[config.mk]
export PLATFORM = sky130hd
export DESIGN_NAME = pll_seq
export DESIGN_NICKNAME = d
export VERILOG_FILES = /design/src/rtl/pll_seq.sv
export SDC_FILE = /design/constraint.sdc
export NUM_CORES = 1
export LEC_CHECK = 0
export CORE_MARGIN = 1.5
export CORE_UTILIZATION = 25
export CTS_BUF_LIST = sky130_fd_sc_hd__clkbuf_4
export CTS_CLUSTER_SIZE = 10
export DETAILED_ROUTE_END_ITERATION = 8
export MAX_ROUTING_LAYER = met4
export PLACE_DENSITY = 0.4
export SYNTH_ARGS = -nofsm -noshare
export SYNTH_HDL_FRONTEND = slang
export SYNTH_SLANG_ARGS = --single-unit
[constraint.sdc]
create_clock -name clkin -period 2.78 [get_ports clkin]
set_clock_uncertainty 0.15 [all_clocks]
set_input_delay 0.278 -clock clkin [delete_from_list [all_inputs] [get_ports clkin]]
set_output_delay 0.278 -clock clkin [all_outputs]
set_load 0.05 [all_outputs]
[src/rtl/pll_seq.sv]
// pll_seq: power-up and lock sequencer for the alta_pllx PLL wrapper.
//
// Raises pllen, holds the PLL in reset for RST_CYCLES, then waits for a
// lock that has been stable for STABLE_CYCLES. Failed attempts time out
// after LOCK_TIMEOUT cycles and retry until MAX_RETRY is exceeded. After
// lock is accepted, the clock outputs are enabled and the downstream
// system reset is released SYSRST_CYCLES later. A loss of lock while the
// clocks are enabled restarts the sequence without counting as a retry.
//
// Ports:
//   clkin      in   oscillator clock (also the PLL reference clock)
//   rst        in   asynchronous active-high reset
//   req        in   level request to run the PLL; low shuts it down
//   lock       in   PLL lock, asynchronous to clkin
//   pllen      out  PLL enable
//   resetn     out  PLL active-low reset
//   clkout_en  out  PLL clock output enables, bit i = output i
//   sys_rstn   out  active-low synchronous reset for downstream logic
//   ready      out  high while running with a stable lock
//   fail       out  high once the retry budget is exhausted
//   retry_cnt  out  failed attempts in this request, saturating at 3
module pll_seq #(
    parameter int         RST_CYCLES    = 8,
    parameter int         LOCK_TIMEOUT  = 4096,
    parameter int         STABLE_CYCLES = 64,
    parameter int         SYSRST_CYCLES = 16,
    parameter int         MAX_RETRY     = 3,
    parameter logic [3:0] CLKEN_MASK    = 4'b0011
) (
    input  logic       clkin,
    input  logic       rst,
    input  logic       req,
    input  logic       lock,
    output logic       pllen,
    output logic       resetn,
    output logic [3:0] clkout_en,
    output logic       sys_rstn,
    output logic       ready,
    output logic       fail,
    output logic [1:0] retry_cnt
);

    localparam int MAX_AB  = (RST_CYCLES > LOCK_TIMEOUT) ? RST_CYCLES : LOCK_TIMEOUT;
    localparam int MAX_CD  = (STABLE_CYCLES > SYSRST_CYCLES) ? STABLE_CYCLES : SYSRST_CYCLES;
    localparam int MAX_CYC = (MAX_AB > MAX_CD) ? MAX_AB : MAX_CD;
    localparam int CNT_W   = $clog2(MAX_CYC) + 1;
    localparam int STAB_W  = $clog2(STABLE_CYCLES) + 1;

    localparam logic [CNT_W-1:0]  RST_LAST  = CNT_W'(RST_CYCLES - 1);
    localparam logic [CNT_W-1:0]  TO_LAST   = CNT_W'(LOCK_TIMEOUT - 1);
    localparam logic [CNT_W-1:0]  SYS_LAST  = CNT_W'(SYSRST_CYCLES - 1);
    localparam logic [STAB_W-1:0] STAB_LAST = STAB_W'(STABLE_CYCLES - 1);
    localparam logic [STAB_W-1:0] STAB_MAX  = STAB_W'(STABLE_CYCLES);

    typedef enum logic [2:0] {
        S_IDLE,
        S_PWRUP,
        S_WAIT_LOCK,
        S_ENABLE,
        S_RUN,
        S_FAIL
    } state_t;

    state_t              state_reg, state_next;
    logic [CNT_W-1:0]    cnt_reg, cnt_next;
    logic [STAB_W-1:0]   stab_reg, stab_next;
    logic [1:0]          retry_reg, retry_next;
    logic [2:0]          retry_inc;
    logic                lock_meta_reg, lock_s_reg;
    logic                stab_hit;

    logic                pllen_next, resetn_next, sys_rstn_next, ready_next, fail_next;
    logic [3:0]          clkout_en_next;

    // stab_hit means the stable count reaches STABLE_CYCLES on this edge,
    // so ENABLE is entered exactly STABLE_CYCLES edges after lock_s rises.
    assign stab_hit = lock_s_reg && (stab_reg >= STAB_LAST);

    always_comb begin
        state_next = state_reg;
        retry_next = retry_reg;
        retry_inc  = {1'b0, retry_reg} + 3'd1;

        if (!req) begin
            state_next = S_IDLE;
        end else begin
            case (state_reg)
                S_IDLE: begin
                    state_next = S_PWRUP;
                    retry_next = 2'd0;
                end
                S_PWRUP: begin
                    if (cnt_reg == RST_LAST) state_next = S_WAIT_LOCK;
                end
                S_WAIT_LOCK: begin
                    // A lock that becomes stable on the timeout cycle is accepted.
                    if (stab_hit) begin
                        state_next = S_ENABLE;
                    end else if (cnt_reg == TO_LAST) begin
                        retry_next = (retry_inc > 3'd3) ? 2'd3 : retry_inc[1:0];
                        state_next = (int'(retry_inc) > MAX_RETRY) ? S_FAIL : S_PWRUP;
                    end
                end
                S_ENABLE: begin
                    if (!lock_s_reg)             state_next = S_PWRUP;
                    else if (cnt_reg == SYS_LAST) state_next = S_RUN;
                end
                S_RUN: begin
                    if (!lock_s_reg) state_next = S_PWRUP;
                end
                S_FAIL: begin
                    state_next = S_FAIL;
                end
                default: begin
                    state_next = S_IDLE;
                end
            endcase
        end

        // Cycle counter restarts on every state change and saturates.
        if (state_next != state_reg)
            cnt_next = '0;
        else if (cnt_reg == '1)
            cnt_next = cnt_reg;
        else
            cnt_next = cnt_reg + CNT_W'(1);

        if (!lock_s_reg)
            stab_next = '0;
        else if (stab_reg >= STAB_MAX)
            stab_next = stab_reg;
        else
            stab_next = stab_reg + STAB_W'(1);

        // Outputs are decoded from the next state and registered with it,
        // so they change on the same edge as the state.
        pllen_next     = (state_next == S_PWRUP) || (state_next == S_WAIT_LOCK) ||
                         (state_next == S_ENABLE) || (state_next == S_RUN);
        resetn_next    = (state_next == S_WAIT_LOCK) || (state_next == S_ENABLE) ||
                         (state_next == S_RUN);
        clkout_en_next = ((state_next == S_ENABLE) || (state_next == S_RUN)) ? CLKEN_MASK : 4'b0000;
        sys_rstn_next  = (state_next == S_RUN);
        ready_next     = (state_next == S_RUN);
        fail_next      = (state_next == S_FAIL);
    end

    always_ff @(posedge clkin or posedge rst) begin
        if (rst) begin
            lock_meta_reg <= 1'b0;
            lock_s_reg    <= 1'b0;
            state_reg     <= S_IDLE;
            cnt_reg       <= '0;
            stab_reg      <= '0;
            retry_reg     <= 2'd0;
            pllen         <= 1'b0;
            resetn        <= 1'b0;
            clkout_en     <= 4'b0000;
            sys_rstn      <= 1'b0;
            ready         <= 1'b0;
            fail          <= 1'b0;
        end else begin
            lock_meta_reg <= lock;
            lock_s_reg    <= lock_meta_reg;
            state_reg     <= state_next;
            cnt_reg       <= cnt_next;
            stab_reg      <= stab_next;
            retry_reg     <= retry_next;
            pllen         <= pllen_next;
            resetn        <= resetn_next;
            clkout_en     <= clkout_en_next;
            sys_rstn      <= sys_rstn_next;
            ready         <= ready_next;
            fail          <= fail_next;
        end
    end

    assign retry_cnt = retry_reg;

endmodule
Figure 1. Routed metal, one color a layer.
Two of the layers only.
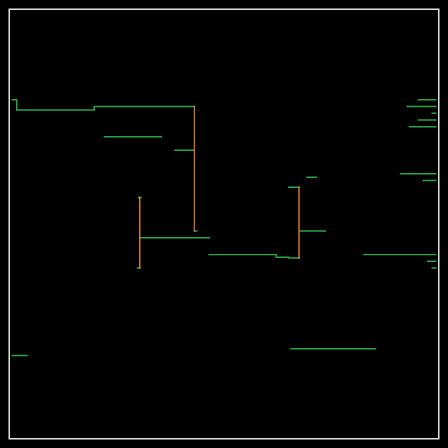
met3: in green, wire length 162 um. met4: in orange, wire length 53.7 um.

==> impl_summary.log <==
[report] implementation figures
INFO  metric outcome = complete, no violations
INFO  metric grt_busiest_layer = met2
INFO  metric grt_antenna_before_repair = 0
INFO  metric post_synth_tally_of_flip_flops_with_integrated_enable = 0
INFO  metric worst_slew_pin_slew = 542 ps
INFO  metric power_switching_share = 26.1%
INFO  metric pin_count_of_the_biggest_net_entering_global_routing = 33
INFO  metric p_comb = 101 uW
INFO  metric grt_util_all_layers = 11.3%
INFO  metric hpwl = 2610 um
INFO  metric grt-ovfl-total = 0
INFO  metric synthesis.instances = 171
INFO  metric fmax = 400 MHz
INFO  metric setup.reg_to_reg.worst_slack = 280 ps
INFO  metric detailedRoute.firstIterationViolations = 67
INFO  metric synth.area.mux_share = 2.87%
INFO  metric post-synth-top-area-fraction = 45.9%
INFO  metric floorplan.core_area = 0.00676 mm^2
INFO  metric critPathCapture = fail$_DFF_PP0_
INFO  metric simple_gate_share = 24.0%
INFO  metric wirelength_met1 = 1940 um
INFO  metric power_density = 485 mW/mm^2
INFO  metric syn_to_final_growth = 15.5%
Figure 2. Where the registers sit.
Bar = 20 um. Other sequential cells in the stronger gray, the rest of the logic in the fainter gray.
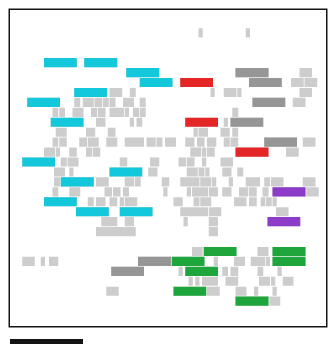
`cnt_reg`: in cyan, placed flops 13. `retry_cnt`: in purple, placed flops 2. `state_reg`: in red, placed flops 3. `stab_reg`: in green, placed flops 7.
Another 7 sequential cells are not colored.

## area by class of cell
class | count | share of cell area, %
repair buffers | 18 | 8.20
well taps | 80 | 4.97
inverters | 5 | 0.932
clock buffers | 6 | 2.24
clock inverters | 2 | 1.74
flip-flops and latches | 32 | 39.8
multi-input cells | 125 | 42.1
## critical path: stages (launching register included)
cell and delay [ps]:
sky130_fd_sc_hd__dfrtp_1 440, sky130_fd_sc_hd__or4_4 540, sky130_fd_sc_hd__or4_1 560, sky130_fd_sc_hd__o2bb2ai_2 170, sky130_fd_sc_hd__a211oi_2 370, sky130_fd_sc_hd__a31oi_1 140
No activity file was given, so power comes from the tool's default toggle rates.
